$ cat config.mk
export PLATFORM = sky130hd
export DESIGN_NAME = context_switch_timer
export DESIGN_NICKNAME = d
export VERILOG_FILES = /design/src/rtl/context_switch_timer_pkg.sv /design/src/rtl/context_switch_timer_counter.sv /design/src/rtl/context_switch_timer.sv
export SDC_FILE = /design/constraint.sdc
export NUM_CORES = 1
export LEC_CHECK = 0
export CAP_MARGIN = 25
export CORE_ASPECT_RATIO = 0.5
export CORE_MARGIN = 2
export CORE_UTILIZATION = 40
export CTS_CLUSTER_DIAMETER = 100
export DETAILED_ROUTE_END_ITERATION = 10
export GPL_TIMING_DRIVEN = 0
export PLACE_DENSITY = 0.68
export SYNTH_ARGS = -nofsm -noshare
export SYNTH_HDL_FRONTEND = slang
export SYNTH_SLANG_ARGS = --single-unit
$ cat constraint.sdc
create_clock -name clock -period 2.3 [get_ports clock]
set_clock_uncertainty 0.15 [all_clocks]
set_input_delay 0.46 -clock clock [delete_from_list [all_inputs] [get_ports clock]]
set_output_delay 0.46 -clock clock [all_outputs]
set_load 0.05 [all_outputs]
$ cat src/rtl/context_switch_timer_pkg.sv
// Shared definitions for the preemption timer: handler state encoding and fixed addresses.
package context_switch_timer_pkg;

    typedef enum logic [1:0] {
        ST_IDLE   = 2'd0,
        ST_COUNT  = 2'd1,
        ST_FIRE   = 2'd2,
        ST_KERNEL = 2'd3
    } ctx_state_t;

    localparam int HANDLER_ADDR    = 1083;
    localparam int RESET_PC        = 256;
    localparam int PC_WIDTH_DEF    = 12;
    localparam int QUANTUM_W_DEF   = 16;
    localparam int DEFAULT_QUANTUM = 100;

    // Branch-class instructions may not be interrupted; the exchange waits for them.
    function automatic logic is_branch(input logic jump, input logic bzero, input logic bnegative);
        return jump | bzero | bnegative;
    endfunction

endpackage

$ cat src/rtl/context_switch_timer_counter.sv
// Loadable quantum down-counter with its quantum register; zero writes clamp to 1 and
// the count never drops below 1.
module ctx_quantum_counter #(
    parameter int                W       = 16,
    parameter logic [W-1:0]      DEFAULT = W'(100)
) (
    input  logic         clock,
    input  logic         resetCPU,
    input  logic         quantum_wr,
    input  logic [W-1:0] quantum_data,
    input  logic         reload,
    input  logic         decrement,
    output logic [W-1:0] count,
    output logic [W-1:0] quantum
);

    logic [W-1:0] quantum_q;
    logic [W-1:0] count_q;
    logic [W-1:0] wr_value;
    logic [W-1:0] reload_value;

    always_comb begin
        wr_value     = (quantum_data == '0) ? W'(1) : quantum_data;
        // A write landing on the reload cycle supplies the new value directly.
        reload_value = quantum_wr ? wr_value : quantum_q;
    end

    always_ff @(posedge clock) begin
        if (resetCPU) begin
            quantum_q <= DEFAULT;
            count_q   <= DEFAULT;
        end else begin
            if (quantum_wr)
                quantum_q <= wr_value;
            if (reload)
                count_q <= reload_value;
            else if (decrement && (count_q > W'(1)))
                count_q <= count_q - W'(1);
        end
    end

    assign count   = count_q;
    assign quantum = quantum_q;

endmodule

$ cat src/rtl/context_switch_timer.sv
// Preemption timer driving the PC's jump_context_exchange input.
// Optional build macro CTX_SWITCH_IRQ_EN adds a level irq input that forces early expiry.
//
// state     | meaning
// ST_IDLE   | timer disarmed, counter holds
// ST_COUNT  | user program running, quantum counting down
// ST_FIRE   | exchange pulse to PC, return address captured
// ST_KERNEL | OS handler running, waiting for ctx_return
module context_switch_timer
    import context_switch_timer_pkg::*;
#(
    parameter int PC_WIDTH        = PC_WIDTH_DEF,
    parameter int QUANTUM_WIDTH   = QUANTUM_W_DEF,
    parameter int DEFAULT_QUANTUM = context_switch_timer_pkg::DEFAULT_QUANTUM
) (
    input  logic                     clock,
    input  logic                     resetCPU,
    input  logic                     HLT,
    input  logic                     jump,
    input  logic                     bzero,
    input  logic                     bnegative,
    input  logic [PC_WIDTH-1:0]      programCounter,
    input  logic                     timer_en,
    input  logic                     quantum_wr,
    input  logic [QUANTUM_WIDTH-1:0] quantum_data,
    input  logic                     ctx_return,
`ifdef CTX_SWITCH_IRQ_EN
    input  logic                     irq,
`endif
    output logic                     jump_context_exchange,
    output logic [PC_WIDTH-1:0]      saved_pc,
    output logic                     ctx_busy,
    output logic [QUANTUM_WIDTH-1:0] quantum_left
);

    ctx_state_t                 state, next_state;
    logic                       reload;
    logic                       decrement;
    logic                       capture;
    logic                       expire_req;
    logic                       irq_req;
    logic [QUANTUM_WIDTH-1:0]   count;
    logic [QUANTUM_WIDTH-1:0]   quantum;
    logic [PC_WIDTH-1:0]        saved_pc_q;

`ifdef CTX_SWITCH_IRQ_EN
    assign irq_req = irq;
`else
    assign irq_req = 1'b0;
`endif

    assign expire_req = irq_req || (count <= QUANTUM_WIDTH'(1));

    ctx_quantum_counter #(
        .W       (QUANTUM_WIDTH),
        .DEFAULT (QUANTUM_WIDTH'(DEFAULT_QUANTUM))
    ) u_counter (
        .clock        (clock),
        .resetCPU     (resetCPU),
        .quantum_wr   (quantum_wr),
        .quantum_data (quantum_data),
        .reload       (reload),
        .decrement    (decrement),
        .count        (count),
        .quantum      (quantum)
    );

    always_comb begin
        next_state = state;
        reload     = 1'b0;
        decrement  = 1'b0;
        capture    = 1'b0;
        case (state)
            ST_IDLE: begin
                if (timer_en) begin
                    next_state = ST_COUNT;
                    reload     = 1'b1;
                end
            end
            ST_COUNT: begin
                if (!timer_en) begin
                    next_state = ST_IDLE;
                end else if (!HLT) begin
                    if (!expire_req) begin
                        decrement = 1'b1;
                    end else if (!is_branch(jump, bzero, bnegative)) begin
                        next_state = ST_FIRE;
                        capture    = 1'b1;
                    end
                end
            end
            ST_FIRE: begin
                // A halted PC cannot take the jump, so the pulse stays up until it can.
                if (!HLT)
                    next_state = ST_KERNEL;
            end
            ST_KERNEL: begin
                if (ctx_return) begin
                    next_state = ST_COUNT;
                    reload     = 1'b1;
                end
            end
            default: next_state = ST_IDLE;
        endcase
    end

    always_ff @(posedge clock) begin
        if (resetCPU) begin
            state      <= ST_IDLE;
            saved_pc_q <= '0;
        end else begin
            state <= next_state;
            if (capture)
                saved_pc_q <= programCounter + PC_WIDTH'(1);
        end
    end

    assign jump_context_exchange = (state == ST_FIRE);
    assign ctx_busy              = (state == ST_FIRE) || (state == ST_KERNEL);
    assign saved_pc              = saved_pc_q;
    assign quantum_left          = count;

    // Quantum register is only observed through reloads.
    logic unused_quantum;
    assign unused_quantum = ^quantum;

endmodule

==> images/congestion.png <==
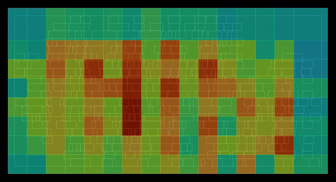
GR Layer Usage met1: 26.4%
gr busiest metal: met2

==> reports/metrics.csv <==
stage,metric,value,unit
run_status,status,"finished, final reports clean",
grt,M2 GR Usage,33.3,%
worst_setup_path,WP data required,1690,ps
detailed_routing,DR vias/cell,5.28,
pwr,P_leak,1.28,nW
grt,vias in the first global route,2337,
worst_setup_path,CP startpoint kind,flip-flop,
hold_path,Hold Crit Class,reg -> reg,
floorplan,fp_density,41.3,%
layout,logic area,1490,um^2
worst_setup_path,CP peak stage delay,870,ps
sta,Slew @ Worst Pin,646,ps
synthesis,syn_area_per_cell,9.12,um^2
sta,"Worst Setup Slack, final",35.1,ps
pwr,pwr/cell area,728,nW/um^2
floorplan,core area,6060,um^2
layout,sequential cell area,925,um^2
layout,most frequent logic cell in the layout,clkdlybuf4s50_1,
sta,Setup-failing EPs final,0,
synthesis,ao+oa area frac,18.2,%
grt,initial antenna violation count,0,
layout,most frequent cells in the layout,"clkdlybuf4s50_1, dfxtp_1, nor2_1, nand2_1",
grt,largest net degree at the start of global routing,15,
layout,design area,3450,um^2
worst_setup_path,worst-path maximum fanout,6,
sta,final hold violations,0,
cts,CTS tree,done,
cts,Post-CTS Repair Setup Buffers,0,
layout,#MultiIn Comb,206,
synthesis,"Adder Share, Synth",4.01,%
synthesis,ys cells,274,
synthesis,register area share after synthesis,36.9,%
layout,Non-clock buffers,80,
hold_path,worst hold path cell count,2,
layout,fin cells,435,
detailed_routing,initial DRC count,144,
worst_setup_path,flop-to-flop setup slack,100,ps
layout,signal buffers share of area,21.7,%
detailed_routing,Antenna Nets Post-Route,0,
cts,cell at the root of the clock tree,clkbuf_16,
layout,fill count,569,
grt,GRT Util Overall,20.0,%
synthesis,"XOR-XNOR Cells, Area Fraction",7.71,%
detailed_routing,Top Metal Used,met4,
layout,flop count,46,
layout,# clk buffers,6,
place,placed insts,427,
layout,layout cells sized above 1,13.0,%
synthesis,post-synth top area share,36.9,%
layout,logic share of the area,43.1,%
hold_path,Hold Startpoint,u_counter.quantum[0],
place,port bufs,65,
cts,CTS max path bufs,2,
synthesis,Synth area leader,dfxtp_1,
floorplan,die area,6930,um^2
cts,Worst-Skew Late Latency,290,ps
synthesis,comb area leader,simple AND/OR/NAND/NOR gates,
worst_setup_path,slowest CP cell,clkdlybuf4s50_1,
synthesis,Ys Warns,0,
layout,ANT cells,0,
sta,final slew viol count,0,
sta,RSZ-0062 raised after global routing,yes,
sta,Slew HR,56.6,%
worst_setup_path,WP data arrival,1650,ps
floorplan,die width,116,um
detailed_routing,DRC Markers,0,
place,Detail Placement HPWL,4.92,mm
synthesis,Dominant flop cell,dfxtp_1,
cts,"CTS clk-pin slew, worst paths",60,ps
place,DP Area,3260,um^2
synthesis,most frequent cell after synthesis,dfxtp_1,
layout,Final Core Density,56.9,%
layout,Top class by area,logic gates,
detailed_routing,DR WL met3,279,um
pwr,worst vdd ir,358,uV
detailed_routing,DR pass1 iterations,4,
layout,Non-CTS inverters,7,
worst_setup_path,crit path capture type,output port,
worst_setup_path,Reg-to-Reg Start,u_counter.count[0],
synthesis,mux share,5.61,%
cts,# clock sinks,46,
layout,Layout area overhead,38.0,%
==> images/flops_by_reg.png <==
(6 px per um) Other sequential cells in the stronger gray, the rest of the logic in the fainter gray.
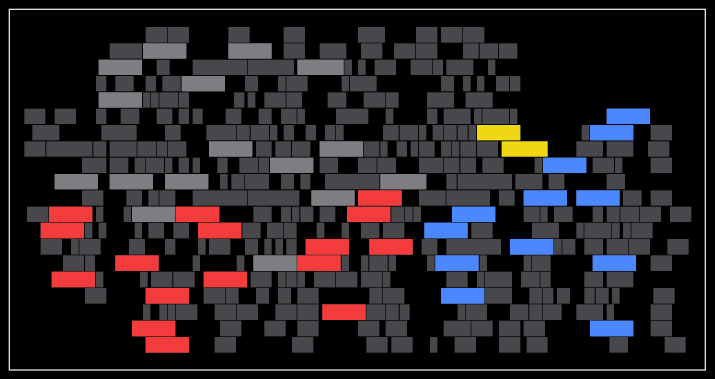
[red] `u_counter.quantum` | placed flops: 16
[yellow] `state` | placed flops: 2
[blue] `saved_pc` | placed flops: 12
not colored: 16

[where the power goes]
part           leakage [nW]  switching [mW]  internal [mW]
Sequential            0.378           0.100          0.869
Combinational         0.827           0.489          0.314
Clock                0.0729           0.310          0.431
[worst max path at each step]
stage,start,end,slack [ps],cells past startpoint
2_1_floorplan,u_counter.count[1],u_counter.count[4],120,8
4_1_cts,state[0],ctx_busy,-100,4
3_3_place_gp,HLT,u_counter.count[12],-380,6
6_report,u_counter.count[9],quantum_left[9],40,1
3_5_place_dp,HLT,u_counter.count[10],-420,6
5_1_grt,timer_en,u_counter.count[13],-20,7
[through the flow]
step,setup TNS (ps),power (mW)
3_3_place_gp,-3200,1.75
3_5_place_dp,-3770,1.77
4_1_cts,-104,2.50
2_1_floorplan,0,1.49
6_report,0,2.51
5_1_grt,-40.9,2.63
Power and IR drop assume default switching activity.
